Figure 1. Sequential cells grouped by signal name.
Other sequential cells in the stronger grey, the rest of the logic in the fainter grey.
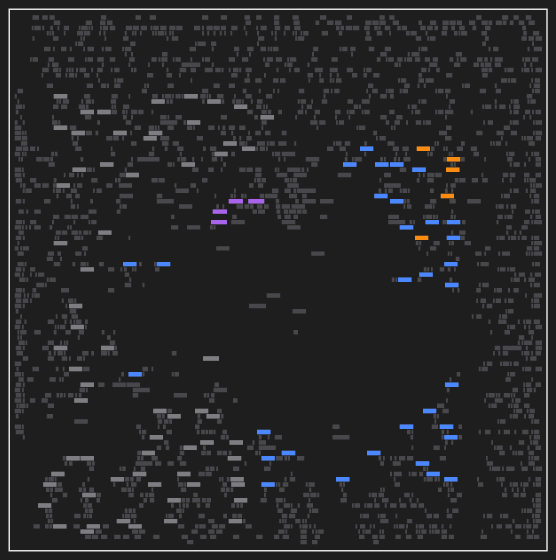
Figure 2. Cell classes on the final placement.
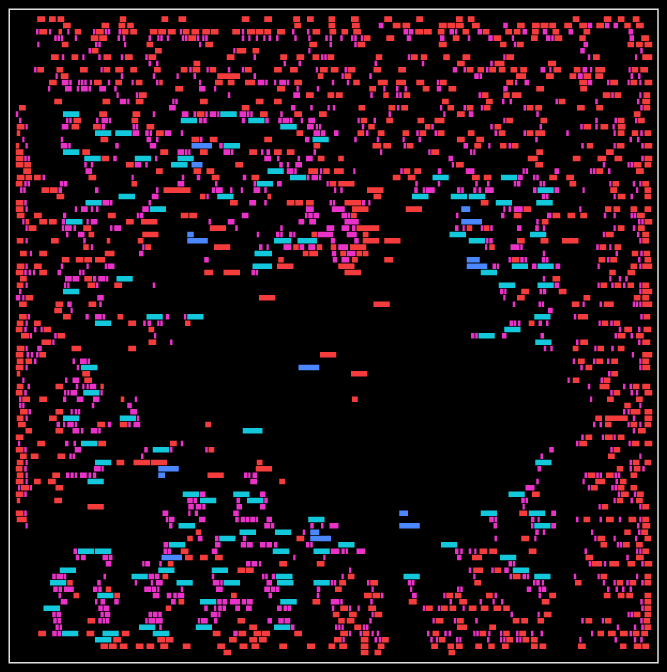
Figure 3. Clock nets.
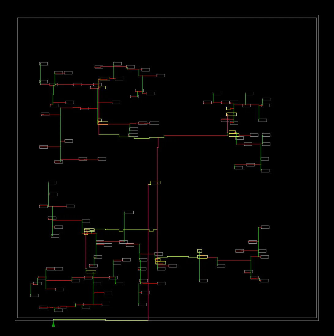
Figure 4. Clock wires, drivers and flops.
The bar under the picture is 100 um long.
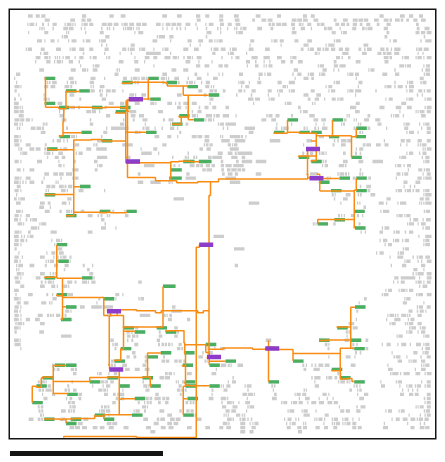
<file path="config.mk">
export PLATFORM = sky130hd
export DESIGN_NAME = exu_alu_ctrl_flat
export DESIGN_NICKNAME = d
export VERILOG_FILES = /design/src/rtl/exu_alu_ctrl_if.sv /design/src/rtl/exu_alu_ctrl.sv /design/src/flat_wrapper.sv
export SDC_FILE = /design/constraint.sdc
export NUM_CORES = 1
export LEC_CHECK = 0
export CAP_MARGIN = 5
export CELL_PAD_IN_SITES_DETAIL_PLACEMENT = 0
export CELL_PAD_IN_SITES_GLOBAL_PLACEMENT = 1
export CORE_AREA = 2 2 276 278
export CTS_CLUSTER_SIZE = 30
export DETAILED_ROUTE_END_ITERATION = 6
export DIE_AREA = 0 0 278 280
export HOLD_SLACK_MARGIN = 0.02
export PLACE_DENSITY_LB_ADDON = 0.12
export SYNTH_ARGS = -nofsm -noshare
export SYNTH_HDL_FRONTEND = slang
export SYNTH_SLANG_ARGS = --single-unit
export TNS_END_PERCENT = 20
</file>
<file path="constraint.sdc">
create_clock -name clk -period 2.3 [get_ports clk]
set_input_delay 0.23 -clock clk [delete_from_list [all_inputs] [get_ports clk]]
set_output_delay 0.23 -clock clk [all_outputs]
set_load 0.01 [all_outputs]
</file>
<file path="src/rtl/exu_alu_ctrl_if.sv">
// Issue, calculator and writeback signals of the ALU control block.
// The slave modport is the ALU control side; master is decode, writeback and calculator.
interface exu_alu_ctrl_if #(parameter int OPW = 4);
  logic           i_valid;
  logic           o_ready;
  logic [OPW-1:0] i_op;
  logic [31:0]    i_rs1;
  logic [31:0]    i_rs2;
  logic [31:0]    i_imm;
  logic           i_use_imm;
  logic [4:0]     i_rd;
  logic [64:0]    o_add_info;
  logic [63:0]    o_or_info;
  logic [63:0]    o_xor_info;
  logic [63:0]    o_and_info;
  logic [63:0]    o_slt_info;
  logic [63:0]    o_sltu_info;
  logic [36:0]    o_sll_info;
  logic [36:0]    o_srl_info;
  logic [36:0]    o_sra_info;
  logic [31:0]    i_result;
  logic [2:0]     i_cmp_res;
  logic           o_wb_valid;
  logic           i_wb_ready;
  logic [4:0]     o_wb_rd;
  logic [31:0]    o_wb_data;
  logic           o_br_valid;
  logic           o_br_taken;
  logic [31:0]    o_retire_cnt;

  modport slave (
    input  i_valid, i_op, i_rs1, i_rs2, i_imm, i_use_imm, i_rd,
    input  i_result, i_cmp_res, i_wb_ready,
    output o_ready, o_add_info, o_or_info, o_xor_info, o_and_info,
    output o_slt_info, o_sltu_info, o_sll_info, o_srl_info, o_sra_info,
    output o_wb_valid, o_wb_rd, o_wb_data, o_br_valid, o_br_taken, o_retire_cnt
  );

  modport master (
    output i_valid, i_op, i_rs1, i_rs2, i_imm, i_use_imm, i_rd,
    output i_result, i_cmp_res, i_wb_ready,
    input  o_ready, o_add_info, o_or_info, o_xor_info, o_and_info,
    input  o_slt_info, o_sltu_info, o_sll_info, o_srl_info, o_sra_info,
    input  o_wb_valid, o_wb_rd, o_wb_data, o_br_valid, o_br_taken, o_retire_cnt
  );
endinterface

</file>
<file path="src/rtl/exu_alu_ctrl.sv">
// One-deep ALU issue stage: holds an instruction, feeds the shared calculator through
// per-unit operand buses, and returns the result over a valid/ready writeback handshake.
module exu_alu_ctrl #(parameter int OPW = 4) (
  input logic           clk,
  input logic           rst_n,
  exu_alu_ctrl_if.slave alu
);

  localparam logic [OPW-1:0] OP_ADD  = OPW'(0);
  localparam logic [OPW-1:0] OP_SUB  = OPW'(1);
  localparam logic [OPW-1:0] OP_SLL  = OPW'(2);
  localparam logic [OPW-1:0] OP_SLT  = OPW'(3);
  localparam logic [OPW-1:0] OP_SLTU = OPW'(4);
  localparam logic [OPW-1:0] OP_XOR  = OPW'(5);
  localparam logic [OPW-1:0] OP_SRL  = OPW'(6);
  localparam logic [OPW-1:0] OP_SRA  = OPW'(7);
  localparam logic [OPW-1:0] OP_OR   = OPW'(8);
  localparam logic [OPW-1:0] OP_AND  = OPW'(9);
  localparam logic [OPW-1:0] OP_BEQ  = OPW'(10);
  localparam logic [OPW-1:0] OP_BNE  = OPW'(11);
  localparam logic [OPW-1:0] OP_BLT  = OPW'(12);
  localparam logic [OPW-1:0] OP_BGE  = OPW'(13);
  localparam logic [OPW-1:0] OP_BLTU = OPW'(14);
  localparam logic [OPW-1:0] OP_BGEU = OPW'(15);

  logic           vld_q;
  logic [OPW-1:0] op_q;
  logic [31:0]    op1_q;
  logic [31:0]    op2_q;
  logic [4:0]     rd_q;
  logic [31:0]    retire_q;
  logic           accept;
  logic           retire;
  logic           is_br_in;
  logic           is_br_q;

  assign is_br_in    = (alu.i_op >= OP_BEQ);
  assign is_br_q     = (op_q >= OP_BEQ);
  assign alu.o_ready = ~vld_q | alu.i_wb_ready;
  assign accept      = alu.i_valid & alu.o_ready;
  assign retire      = vld_q & alu.i_wb_ready;

  always_ff @(posedge clk) begin
    if (!rst_n) begin
      vld_q    <= 1'b0;
      op_q     <= '0;
      op1_q    <= '0;
      op2_q    <= '0;
      rd_q     <= '0;
      retire_q <= '0;
    end else begin
      if (accept) begin
        vld_q <= 1'b1;
        op_q  <= alu.i_op;
        op1_q <= alu.i_rs1;
        // branches always compare against rs2
        op2_q <= (alu.i_use_imm & ~is_br_in) ? alu.i_imm : alu.i_rs2;
        rd_q  <= alu.i_rd;
      end else if (retire) begin
        vld_q <= 1'b0;
      end
      if (retire) retire_q <= retire_q + 32'd1;
    end
  end

  // Idle buses must be zero: the calculator ORs all unit results together.
  always_comb begin
    alu.o_add_info  = '0;
    alu.o_or_info   = '0;
    alu.o_xor_info  = '0;
    alu.o_and_info  = '0;
    alu.o_slt_info  = '0;
    alu.o_sltu_info = '0;
    alu.o_sll_info  = '0;
    alu.o_srl_info  = '0;
    alu.o_sra_info  = '0;
    if (vld_q) begin
      case (op_q)
        OP_ADD:                  alu.o_add_info  = {1'b0, op2_q, op1_q};
        OP_SUB:                  alu.o_add_info  = {1'b1, ~op2_q, op1_q};
        OP_SLL:                  alu.o_sll_info  = {op2_q[4:0], op1_q};
        OP_SRL:                  alu.o_srl_info  = {op2_q[4:0], op1_q};
        OP_SRA:                  alu.o_sra_info  = {op2_q[4:0], op1_q};
        OP_XOR:                  alu.o_xor_info  = {op2_q, op1_q};
        OP_OR:                   alu.o_or_info   = {op2_q, op1_q};
        OP_AND:                  alu.o_and_info  = {op2_q, op1_q};
        OP_SLT, OP_BLT, OP_BGE:  alu.o_slt_info  = {op2_q, op1_q};
        OP_SLTU, OP_BEQ, OP_BNE,
        OP_BLTU, OP_BGEU:        alu.o_sltu_info = {op2_q, op1_q};
        default: ;
      endcase
    end
  end

  always_comb begin
    alu.o_wb_data  = alu.i_result;
    alu.o_br_taken = 1'b0;
    case (op_q)
      OP_SLT:  alu.o_wb_data = {31'b0, ~alu.i_cmp_res[2]};
      OP_SLTU: alu.o_wb_data = {31'b0, ~alu.i_cmp_res[1]};
      default: if (is_br_q) alu.o_wb_data = '0;
    endcase
    if (vld_q) begin
      case (op_q)
        OP_BEQ:  alu.o_br_taken =  alu.i_cmp_res[0];
        OP_BNE:  alu.o_br_taken = ~alu.i_cmp_res[0];
        OP_BLT:  alu.o_br_taken = ~alu.i_cmp_res[2];
        OP_BGE:  alu.o_br_taken =  alu.i_cmp_res[2];
        OP_BLTU: alu.o_br_taken = ~alu.i_cmp_res[1];
        OP_BGEU: alu.o_br_taken =  alu.i_cmp_res[1];
        default: ;
      endcase
    end
  end

  assign alu.o_wb_valid   = vld_q;
  assign alu.o_wb_rd      = is_br_q ? 5'd0 : rd_q;
  assign alu.o_br_valid   = vld_q & is_br_q;
  assign alu.o_retire_cnt = retire_q;

endmodule

</file>
<file path="src/flat_wrapper.sv">
// flat-port wrapper written by rule: the top's interface ports become plain ports
module exu_alu_ctrl_flat 
#(parameter int OPW = 4)
  (clk, rst_n, alu_i_valid, alu_i_op, alu_i_rs1, alu_i_rs2, alu_i_imm, alu_i_use_imm, alu_i_rd, alu_i_result, alu_i_cmp_res, alu_i_wb_ready, alu_o_ready, alu_o_add_info, alu_o_or_info, alu_o_xor_info, alu_o_and_info, alu_o_slt_info, alu_o_sltu_info, alu_o_sll_info, alu_o_srl_info, alu_o_sra_info, alu_o_wb_valid, alu_o_wb_rd, alu_o_wb_data, alu_o_br_valid, alu_o_br_taken, alu_o_retire_cnt);
  exu_alu_ctrl_if #(.OPW(OPW)) alu_i ();
  input logic clk;
  input logic rst_n;
  input wire logic [$bits(alu_i.i_valid)-1:0] alu_i_valid;
  input wire logic [$bits(alu_i.i_op)-1:0] alu_i_op;
  input wire logic [$bits(alu_i.i_rs1)-1:0] alu_i_rs1;
  input wire logic [$bits(alu_i.i_rs2)-1:0] alu_i_rs2;
  input wire logic [$bits(alu_i.i_imm)-1:0] alu_i_imm;
  input wire logic [$bits(alu_i.i_use_imm)-1:0] alu_i_use_imm;
  input wire logic [$bits(alu_i.i_rd)-1:0] alu_i_rd;
  input wire logic [$bits(alu_i.i_result)-1:0] alu_i_result;
  input wire logic [$bits(alu_i.i_cmp_res)-1:0] alu_i_cmp_res;
  input wire logic [$bits(alu_i.i_wb_ready)-1:0] alu_i_wb_ready;
  output wire logic [$bits(alu_i.o_ready)-1:0] alu_o_ready;
  output wire logic [$bits(alu_i.o_add_info)-1:0] alu_o_add_info;
  output wire logic [$bits(alu_i.o_or_info)-1:0] alu_o_or_info;
  output wire logic [$bits(alu_i.o_xor_info)-1:0] alu_o_xor_info;
  output wire logic [$bits(alu_i.o_and_info)-1:0] alu_o_and_info;
  output wire logic [$bits(alu_i.o_slt_info)-1:0] alu_o_slt_info;
  output wire logic [$bits(alu_i.o_sltu_info)-1:0] alu_o_sltu_info;
  output wire logic [$bits(alu_i.o_sll_info)-1:0] alu_o_sll_info;
  output wire logic [$bits(alu_i.o_srl_info)-1:0] alu_o_srl_info;
  output wire logic [$bits(alu_i.o_sra_info)-1:0] alu_o_sra_info;
  output wire logic [$bits(alu_i.o_wb_valid)-1:0] alu_o_wb_valid;
  output wire logic [$bits(alu_i.o_wb_rd)-1:0] alu_o_wb_rd;
  output wire logic [$bits(alu_i.o_wb_data)-1:0] alu_o_wb_data;
  output wire logic [$bits(alu_i.o_br_valid)-1:0] alu_o_br_valid;
  output wire logic [$bits(alu_i.o_br_taken)-1:0] alu_o_br_taken;
  output wire logic [$bits(alu_i.o_retire_cnt)-1:0] alu_o_retire_cnt;
  assign alu_i.i_valid = alu_i_valid;
  assign alu_i.i_op = alu_i_op;
  assign alu_i.i_rs1 = alu_i_rs1;
  assign alu_i.i_rs2 = alu_i_rs2;
  assign alu_i.i_imm = alu_i_imm;
  assign alu_i.i_use_imm = alu_i_use_imm;
  assign alu_i.i_rd = alu_i_rd;
  assign alu_i.i_result = alu_i_result;
  assign alu_i.i_cmp_res = alu_i_cmp_res;
  assign alu_i.i_wb_ready = alu_i_wb_ready;
  assign alu_o_ready = alu_i.o_ready;
  assign alu_o_add_info = alu_i.o_add_info;
  assign alu_o_or_info = alu_i.o_or_info;
  assign alu_o_xor_info = alu_i.o_xor_info;
  assign alu_o_and_info = alu_i.o_and_info;
  assign alu_o_slt_info = alu_i.o_slt_info;
  assign alu_o_sltu_info = alu_i.o_sltu_info;
  assign alu_o_sll_info = alu_i.o_sll_info;
  assign alu_o_srl_info = alu_i.o_srl_info;
  assign alu_o_sra_info = alu_i.o_sra_info;
  assign alu_o_wb_valid = alu_i.o_wb_valid;
  assign alu_o_wb_rd = alu_i.o_wb_rd;
  assign alu_o_wb_data = alu_i.o_wb_data;
  assign alu_o_br_valid = alu_i.o_br_valid;
  assign alu_o_br_taken = alu_i.o_br_taken;
  assign alu_o_retire_cnt = alu_i.o_retire_cnt;
  exu_alu_ctrl #(.OPW(OPW)) u_core (.clk(clk), .rst_n(rst_n), .alu(alu_i));
endmodule
</file>
==> Flow_metrics.wiki <==
=== Synthesis and place and route ===
{| class="wikitable"
! Metric !! Value
|-
| Post-layout nets || 2,114
|-
| Count of buffer and inverter cells on the critical path || 4
|-
| Maximum net fanout on the critical path || 57
|-
| Failing checks || setup timing
|-
| Number of endpoints failing setup at the final stage || 93
|-
| Worst Path Required || 2070 ps
|-
| Most popular library cell in the synthesized design by count || sky130_fd_sc_hd__nor2_1
|-
| Net Sw Frac || 34.6%
|-
| Top post-synthesis cells by count || 540 x sky130_fd_sc_hd__nor2_1, 196 x sky130_fd_sc_hd__nand2_1, 106 x sky130_fd_sc_hd__dfxtp_1
|-
| Sequential Power Share || 38.5%
|-
| Die ar. || 77,800 um^2
|-
| IR drop worst, VDD || 0.355 mV
|-
| Timing-limited maximum frequency || 0.399 GHz
|-
| Number of diodes added for antenna fixing || 4
|-
| Die height || 280 um
|-
| Wire length on met3 || 3.74 mm
|-
| Total routing resource utilization after global routing || 15.1%
|-
| Pins over their slew limit || 0
|-
| Dominant cell area share || 28.7%
|-
| Yosys synthesis chip area || 7400 um^2
|-
| Root Driver || sky130_fd_sc_hd__clkbuf_16
|-
| Relative slew margins || 61.6%
|-
| Count of buffers not belonging to the clock network in the layout || 793
|-
| Worst-path clk slew || 100 ps
|-
| Critical Path Sink Type || output pin
|-
| Global routing met1 resource utilization || 17.3%
|-
| Run status || finished with violations
|-
| Gate family responsible for the most delay along the worst path || buffers and inverters
|-
| Cells along the critical path || buf_6, nor2_1, buf_4, nand3_4, buf_12, nor2_1, clkdlybuf4s50_1
|-
| Flip-flop and latch count after synthesis || 106
|-
| Final WS setup || -208 ps
|-
| Fill cell count || 8,577
|-
| Via density per instance || 3.76
|-
| Via Count || 11,100
|-
| Total stage count of the critical path || 7
|-
| Flip-flop and latch power || 2.02 mW
|-
| Warnings, synthesis || 0
|-
| Clock tree from TritonCTS || yes
|-
| Non-Filler Cell Area, Final || 16,600 um^2
|-
| Combinational gate power || 1.51 mW
|-
| Hold Crit Class || in2reg
|-
| Logic depth of the worst register-to-register path || 4
|}
Notes on Figure 1 above:
Key: purple = u_core.op_q [sequential cells 4]; orange = u_core.rd_q [sequential cells 5]; blue = u_core.op1_q [sequential cells 32]
Another 65 sequential cells are not coloured.

Notes on Figure 2 above:
Key: cyan = flops [cells 106, share of their area 14%]; magenta = combinational and other logic [cells 1,058, share of their area 33%]; red = other buffers and delay cells [cells 793, share of their area 51%]; blue = clock drivers and dummy loads [cells 16, share of their area 2.0%]

Notes on Figure 3 above:
clock buffer count from CTS: 9
clock latency on the worst-skew pair: 390 ps

Notes on Figure 4 above:
Key: green = flip-flops [count 106]; purple = clock drivers [count 9]; orange = clock wires [length 2,300 um]
Position of the flops: widely spread. There are 10 routed clock nets.

## sequential cells by signal, summed over array words and instances, names as in the netlist
| name | count |
|---|---|
| u_core.alu.o_wb_valid | 1 |
| u_core.alu.o_retire_cnt | 32 |
| u_core.op2_q | 32 |
| u_core.op_q | 4 |
| u_core.op1_q | 32 |
| u_core.rd_q | 5 |
## cell families after synthesis
family / Yosys count
simple gates: 876
compound gates: 127
buf+inv: 119
flops: 106
xor+xnor: 43
mux: 2
fa+ha+maj: 1
## stage by stage
stage               cells  hold slack, ps  setup WS (ps)  setup TNS (ps)  power [mW]
floorplan            1274             359            398               0        2.65
global placement     2928             439           6.58               0        3.61
detailed placement   2928             444           35.3               0        3.61
CTS                  2951             328           -254          -22590        5.42
global route         2954             378           -369          -31350        5.57
finish               2955             371           -208          -11880        5.24
Power figures rest on the tool's default switching activity, not on a simulated workload.
